==> images/gates.png <==
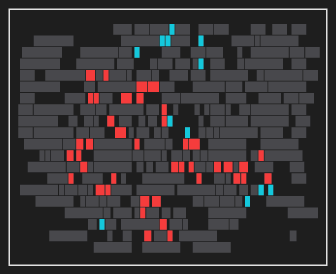
==> images/m1.png <==
Supply wires on this layer in gray.
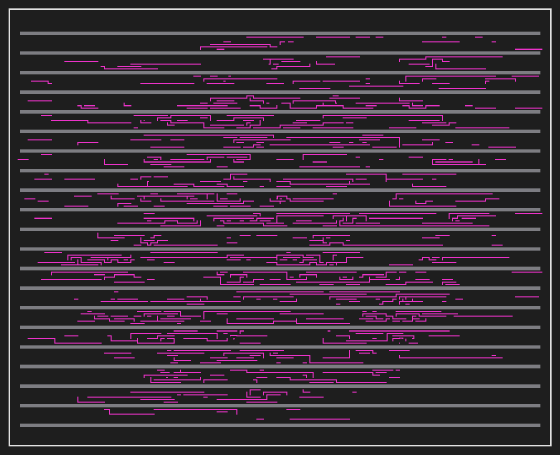
==> images/floorplan.png <==
Pins as bars on the die edge.
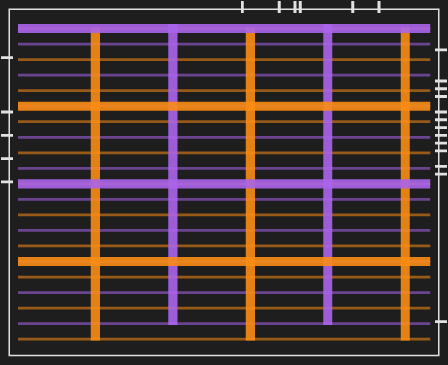
==> images/clock_nets.png <==
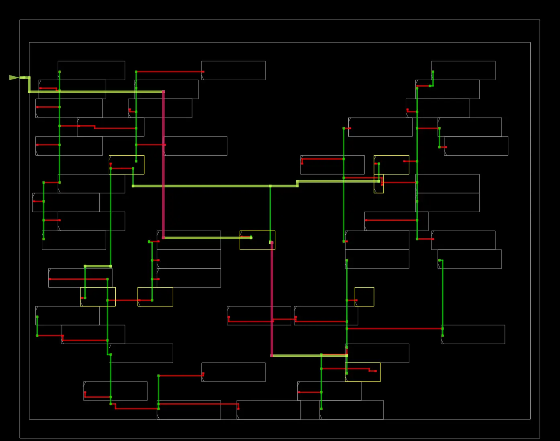
==> src/rtl/keypad_scanner.sv <==
`default_nettype none
// ============================================================================
//  Module   : keypad_scanner
//  Purpose  : 4x4 matrix keypad scanner. Drives one column low at a time,
//             synchronizes and debounces the row lines, and emits one hex
//             code plus a one-cycle strobe per accepted press. Keeps a
//             two-digit history (digit_new / digit_old) for the display mux.
//  Options  : KEY_REPEAT_EN - when defined, a held key re-strobes every
//             REPEAT_TICKS dwell ticks.
//  Revision : 1.0 - initial release
// ============================================================================
module keypad_scanner #(
   parameter int SCAN_DIV       = 24000,
   parameter int DEBOUNCE_TICKS = 20,
   parameter int REPEAT_TICKS   = 500
) (
   input  logic       clk,
   input  logic       reset,
   input  logic [3:0] rows,
   output logic [3:0] cols,
   output logic [3:0] key_code,
   output logic       key_valid,
   output logic       key_held,
   output logic [3:0] digit_new,
   output logic [3:0] digit_old
);

   localparam int c_DIV_W = $clog2(SCAN_DIV);
   localparam int c_DB_W  = $clog2(DEBOUNCE_TICKS + 1);
   localparam logic [c_DIV_W-1:0] c_DIV_LAST = c_DIV_W'(SCAN_DIV - 1);
   localparam logic [c_DB_W-1:0]  c_DB_MAX   = c_DB_W'(DEBOUNCE_TICKS);
   localparam bit                 c_DB_ONE   = (DEBOUNCE_TICKS == 1);

   typedef enum logic [1:0] {
      ST_SCAN     = 2'd0,
      ST_DEBOUNCE = 2'd1,
      ST_HELD     = 2'd2,
      ST_RELEASE  = 2'd3
   } state_t;

   // Out-of-range parameters are rejected at elaboration.
   if (SCAN_DIV < 4 || DEBOUNCE_TICKS < 1 || REPEAT_TICKS < 1) begin : g_param_check
      $error("keypad_scanner: parameter out of range");
   end

   logic [3:0]         r_rows_m, r_rows_s;
   logic [c_DIV_W-1:0] r_div;
   state_t             r_state, w_state_nxt;
   logic [c_DB_W-1:0]  r_db_cnt, w_db_nxt, w_db_inc;
   logic [1:0]         r_row, w_row_nxt, r_col, w_col_nxt;
   logic [1:0]         w_row_idx, w_cap_row;
   logic [3:0]         w_low, w_code;
   logic               w_tick, w_single, w_row_high;
   logic               w_accept, w_release_done, w_repeat;
   logic [3:0]         r_key_code, r_digit_new, r_digit_old;
   logic               r_key_valid, r_key_held;

`ifdef KEY_REPEAT_EN
   localparam int c_REP_W = $clog2(REPEAT_TICKS + 1);
   localparam logic [c_REP_W-1:0] c_REP_MAX = c_REP_W'(REPEAT_TICKS);
   logic [c_REP_W-1:0] r_rep_cnt, w_rep_nxt, w_rep_inc;
   assign w_rep_inc = r_rep_cnt + c_REP_W'(1);
`endif

   function automatic logic [3:0] key_map(input logic [1:0] row, input logic [1:0] col);
      logic [3:0] code;
      code = 4'h0;
      case ({row, col})
         4'h0: code = 4'h1;  4'h1: code = 4'h2;  4'h2: code = 4'h3;  4'h3: code = 4'hA;
         4'h4: code = 4'h4;  4'h5: code = 4'h5;  4'h6: code = 4'h6;  4'h7: code = 4'hB;
         4'h8: code = 4'h7;  4'h9: code = 4'h8;  4'hA: code = 4'h9;  4'hB: code = 4'hC;
         4'hC: code = 4'hE;  4'hD: code = 4'h0;  4'hE: code = 4'hF;  4'hF: code = 4'hD;
      endcase
      return code;
   endfunction

   assign w_tick     = (r_div == c_DIV_LAST);
   assign w_low      = ~r_rows_s;
   assign w_single   = (w_low != 4'b0000) && ((w_low & (w_low - 4'b0001)) == 4'b0000);
   assign w_row_high = r_rows_s[r_row];
   assign w_db_inc   = r_db_cnt + c_DB_W'(1);
   assign w_cap_row  = (r_state == ST_SCAN) ? w_row_idx : r_row;
   assign w_code     = key_map(w_cap_row, r_col);

   // Two-flop synchronizer for the asynchronous row lines, plus dwell divider.
   always_ff @(posedge clk or negedge reset) begin
      if (!reset) begin
         r_rows_m <= 4'b1111;
         r_rows_s <= 4'b1111;
         r_div    <= '0;
      end else begin
         r_rows_m <= rows;
         r_rows_s <= r_rows_m;
         r_div    <= w_tick ? '0 : r_div + c_DIV_W'(1);
      end
   end

   // Index of the lowest low row bit; only meaningful when the sample is single.
   always_comb begin
      w_row_idx = 2'd0;
      if      (!r_rows_s[0]) w_row_idx = 2'd0;
      else if (!r_rows_s[1]) w_row_idx = 2'd1;
      else if (!r_rows_s[2]) w_row_idx = 2'd2;
      else if (!r_rows_s[3]) w_row_idx = 2'd3;
   end

   // FSM state and scan bookkeeping registers.
   always_ff @(posedge clk or negedge reset) begin
      if (!reset) begin
         r_state  <= ST_SCAN;
         r_db_cnt <= '0;
         r_row    <= 2'd0;
         r_col    <= 2'd0;
`ifdef KEY_REPEAT_EN
         r_rep_cnt <= '0;
`endif
      end else begin
         r_state  <= w_state_nxt;
         r_db_cnt <= w_db_nxt;
         r_row    <= w_row_nxt;
         r_col    <= w_col_nxt;
`ifdef KEY_REPEAT_EN
         r_rep_cnt <= w_rep_nxt;
`endif
      end
   end

   // Next-state logic; all decisions are taken on dwell ticks only.
   always_comb begin
      w_state_nxt    = r_state;
      w_db_nxt       = r_db_cnt;
      w_row_nxt      = r_row;
      w_col_nxt      = r_col;
      w_accept       = 1'b0;
      w_release_done = 1'b0;
      w_repeat       = 1'b0;
`ifdef KEY_REPEAT_EN
      w_rep_nxt      = r_rep_cnt;
`endif
      case (r_state)
         ST_SCAN: begin
            if (w_tick) begin
               if (w_single) begin
                  // The capture tick counts as the first stable sample.
                  w_row_nxt = w_row_idx;
                  if (c_DB_ONE) begin
                     w_accept = 1'b1;
                  end else begin
                     w_state_nxt = ST_DEBOUNCE;
                     w_db_nxt    = c_DB_W'(1);
                  end
               end else begin
                  w_col_nxt = r_col + 2'd1;
               end
            end
         end
         ST_DEBOUNCE: begin
            if (w_tick) begin
               if (w_single && (w_row_idx == r_row)) begin
                  if (w_db_inc == c_DB_MAX) w_accept = 1'b1;
                  else                      w_db_nxt = w_db_inc;
               end else begin
                  w_db_nxt    = '0;
                  w_col_nxt   = r_col + 2'd1;
                  w_state_nxt = ST_SCAN;
               end
            end
         end
         ST_HELD: begin
            // Only the captured row matters; other rows on this column are ignored.
            if (w_tick) begin
               if (w_row_high) begin
                  if (c_DB_ONE) begin
                     w_release_done = 1'b1;
                  end else begin
                     w_state_nxt = ST_RELEASE;
                     w_db_nxt    = c_DB_W'(1);
                  end
               end
`ifdef KEY_REPEAT_EN
               else if (w_rep_inc == c_REP_MAX) begin
                  w_repeat  = 1'b1;
                  w_rep_nxt = '0;
               end else begin
                  w_rep_nxt = w_rep_inc;
               end
`endif
            end
         end
         ST_RELEASE: begin
            if (w_tick) begin
               if (w_row_high) begin
                  if (w_db_inc == c_DB_MAX) w_release_done = 1'b1;
                  else                      w_db_nxt = w_db_inc;
               end else begin
                  w_state_nxt = ST_HELD;
                  w_db_nxt    = '0;
`ifdef KEY_REPEAT_EN
                  w_rep_nxt   = '0;
`endif
               end
            end
         end
         default: w_state_nxt = ST_SCAN;
      endcase

      if (w_accept) begin
         w_state_nxt = ST_HELD;
         w_db_nxt    = '0;
`ifdef KEY_REPEAT_EN
         w_rep_nxt   = '0;
`endif
      end
      if (w_release_done) begin
         w_state_nxt = ST_SCAN;
         w_db_nxt    = '0;
         w_col_nxt   = r_col + 2'd1;
      end
   end

   // Key output registers and the two-digit history.
   always_ff @(posedge clk or negedge reset) begin
      if (!reset) begin
         r_key_code  <= 4'h0;
         r_key_valid <= 1'b0;
         r_key_held  <= 1'b0;
         r_digit_new <= 4'h0;
         r_digit_old <= 4'h0;
      end else begin
         r_key_valid <= w_accept | w_repeat;
         if (w_accept | w_repeat) begin
            r_key_code  <= w_code;
            r_digit_old <= r_digit_new;
            r_digit_new <= w_code;
         end
         if (w_accept)            r_key_held <= 1'b1;
         else if (w_release_done) r_key_held <= 1'b0;
      end
   end

   assign cols      = 4'b1111 ^ (4'b0001 << r_col);
   assign key_code  = r_key_code;
   assign key_valid = r_key_valid;
   assign key_held  = r_key_held;
   assign digit_new = r_digit_new;
   assign digit_old = r_digit_old;

endmodule
`default_nettype wire

==> config.mk <==
export PLATFORM = sky130hd
export DESIGN_NAME = keypad_scanner
export DESIGN_NICKNAME = d
export VERILOG_FILES = /design/src/rtl/keypad_scanner.sv
export SDC_FILE = /design/constraint.sdc
export NUM_CORES = 1
export LEC_CHECK = 0
export CAP_MARGIN = 25
export CORE_ASPECT_RATIO = 0.8
export CORE_MARGIN = 1
export CORE_UTILIZATION = 55
export DETAILED_ROUTE_END_ITERATION = 12
export HOLD_SLACK_MARGIN = 0.03
export PLACE_DENSITY = 0.85
export SETUP_SLACK_MARGIN = 0.1
export SLEW_MARGIN = 10
export SYNTH_ARGS = -nofsm -noshare
export SYNTH_HDL_FRONTEND = slang
export SYNTH_SLANG_ARGS = --single-unit
==> constraint.sdc <==
create_clock -name clk -period 2.85 [get_ports clk]
set_input_delay 0.57 -clock clk [delete_from_list [all_inputs] [get_ports clk]]
set_output_delay 0.57 -clock clk [all_outputs]
set_load 0.02 [all_outputs]
==> ci_impl_report.md <==
## Synthesis and layout report

| Metric | Value |
|---|---|
| WP data required | `3.04 ns` |
| Number of enable flip-flop cells | `0` |
| Final setup vio count | `0` |
| Tmin final | `2.433 ns` |
| CTS Hold Bufs | `0` |
| Syn avg cell area | `10.46 um2` |
| Pin count of the biggest net entering global routing | `45` |
| Pre-Place Util | `59.62%` |
| Least-Margin Pin Slew | `0.7497 ns` |
| Mapped Area | `2342 um2` |
| Main area contributors | `dfrtp_1 (38%), dfstp_2 (9.0%), ha_1 (4.3%), nor2_1 (3.8%), xor2_1 (3.7%)` |
| DRT antenna net count | `0` |
| Skew-Pair Late Insertion Delay | `0.30 ns` |
| Critical path type | `flip-flop to flip-flop` |
| WL per Instance | `13.67 um` |
| Row cnt | `20` |
| Status | `completed` |
| Pre-CTS setup slack | `0.4367 ns` |
| Top delay family on crit path | `simple AND/OR/NAND/NOR gates` |
| RSZ-0062 raised after global routing | `false` |
| Worst slew margin | `49.56%` |
| Slowest-stage cell, CP | `dfstp_2` |
| Warnings, synthesis | `0` |
| Max-cap violations | `0` |
| Initial antenna violation count | `0` |
| Cell Area, Placed | `2585 um2` |
| Ports | `24` |
| Crit end category | `flip-flop` |
| 1st-pass router iterations | `4` |
| Initial DRC Count | `140` |
| Port bufs | `23` |
| Dominant cell type by area after synthesis | `dfrtp_1` |
| Sequential cell area | `1111 um2` |
| Total Nets Final | `260` |
| Largest type area fraction | `38.46%` |
| Worst setup SP type | `flip-flop` |
| Routed vias | `1685` |
| Ys cells | `224` |
| Gate Area | `1120 um2` |
| Final core occ | `68.69%` |
| Pleak | `1.195 nW` |
| Post-route cell area | `2699 um2` |
| Max clock buf depth | `2` |
| Tot GR Track Use | `21.47%` |
| Clock H-tree levels | `2` |
| Synth Net Count | `238` |
| Count of tool warnings | `31` |
| Post-synth seq share | `47.44%` |
| Setup repair bufs after CTS | `0` |
| Layout cells sized above 1 | `12.96%` |
| Registers, synthesis | `44` |
| Final hold viol count | `0` |
| CTS tree | `yes` |
| Asr flop ratio synth | `100.0%` |
| Fin. max-slew vios | `0` |
| Cells after Synth | `224` |
| Area grow syn2layout | `15.22%` |
| Crit-path cells | `or3b_1 > o22ai_1 > o21ai_1 > nor4_4 > buf_4 > mux2_2` |
| Fmax | `0.4109 GHz` |
| Number of global-route vias before repair | `1529` |
| Number of inserted diodes | `0` |
Back to the opening pictures, gates.png:
| family | color | cells | most used |
|---|---|---|---|
| nand cells | red | 41 | nand2_1 |
| inv cells | cyan | 12 | inv_1 |
most frequent logic cell in the layout: dfrtp_1
non-filler cells, final: 302
logic share of the area: 41.49%

Back to the opening pictures, m1.png:
wire length on this layer: 2020 um
main direction: horizontal
share of all routed wire: 49%
longest straight run: 20.7 um
nets with wire on the layer: 233
total wire length: 4.127 mm
Global Route met1 Usage: 29.03%

Back to the opening pictures, floorplan.png:
| net | color |
|---|---|
| VSS | orange |
| VDD | purple |
met4 straps: 5
met1 rails: 21
met5 straps: 4
rows: 20
VDD IR-drop max: 0.4163 mV
core area: 3929 um2
die span in x: 74.96 um
Chip Height: 60.37 um

Back to the opening pictures, clock_nets.png:
Seq cells: 44
CTS Sinks: 44
Final Skew: 0.007512 ns
CTS buffer count: 5

==> synth_stat cells (3+ instances only) <==
library cell,number
inv_1,12
nand3b_1,5
clkbuf_1,4
buf_4,4
nor2_1,24
nand4_1,5
or3b_1,3
dfrtp_1,36
mux2i_1,7
ha_1,8
o21ai_0,6
mux2_4,5
xor2_1,10
dfstp_2,8
nand3_1,12
a32o_1,3
mux2_2,3
xnor2_1,4
a21oi_1,11
nor3_1,4
nand2_1,18
==> state kept, by name, summed over array words and instances, names as in the netlist <==
name / cells
r_div: 15
r_db_cnt: 5
digit_new: 4
digit_old: 4
r_rows_m: 4
r_rows_s: 4
r_col: 2
r_row: 2
r_state: 2
key_held: 1
key_valid: 1
==> cells in the final DEF (no fill, tap or decap), drive strengths merged, types with 3 or more instances in the layout <==
master          n
ha              8
nor3            4
nor2           24
clkbuf          7
mux2            9
xnor2           4
o21ai           8
buf             4
nand3b          5
or3b            3
a21oi          11
mux2i           7
nand3          12
dfstp           8
nand4           5
nand2          18
inv            12
clkdlybuf4s50  22
dfrtp          36
a32o            3
xor2           10
==> area by class of cell <==
type | instances | area share (%)
clock buffer | 7 | 3.199
clock inverter | 1 | 0.2782
inverter | 12 | 1.669
multi-input combinational | 157 | 41.49
sequential | 44 | 41.17
tap | 55 | 2.550
timing repair buffer | 26 | 9.643
==> power by group <==
group / switching [mW] / internal, mW / leakage, nW
combinational: 0.0263 / 0.0214 / 0.577
clock: 0.204 / 0.197 / 0.0445
sequential: 0.00698 / 0.634 / 0.573
total: 0.237 / 0.853 / 1.19
==> per-stage QoR <==
stage                     hold slack (ns)  cells
final                              0.1712    302
after global routing               0.1919    302
after CTS                          0.3595    301
after detailed placement           0.3476    293
after global placement             0.3456    293
after floorplan                    0.2744    224
==> worst paths after layout <==
check / start / end / slack (ns) / depth (start not counted)
setup / recovery: r_rows_s[1] / digit_new[0] / 0.42 / 6
hold / removal: reset / r_db_cnt[2] / 0.17 / 1
setup reg to reg: r_rows_s[1] / digit_new[0] / 0.42 / 6
hold reg to reg: r_rows_m[0] / r_rows_s[0] / 0.36 / 0
max in group asynchronous: reset / r_rows_s[0] / 2.13 / 2
min in group clk: r_rows_m[0] / r_rows_s[0] / 0.36 / 0
==> per-layer routing <==
metal  part of all wire (%)  global-route usage [%]
met5                      0                       0
met4                   0.90                   8.086
met2                     46                   33.85
met1                     49                   29.03
met3                    4.2                   5.482
==> cells by family (layout without fill, tap and decap cells) <==
logic type | Yosys count | in the layout | share of synthesized area, %
flip-flops | 44 | 44 | 47.44
multiplexers | 17 | 17 | 9.081
adder cells (fa/ha/maj) | 8 | 8 | 4.274
AND-OR/OR-AND | 33 | 33 | 9.723
buffers and inverters | 23 | 46 | 4.754
XOR/XNOR | 14 | 14 | 5.235
AND/OR/NAND/NOR | 85 | 85 | 19.50
No activity file was given, so power comes from the tool's default toggle rates.
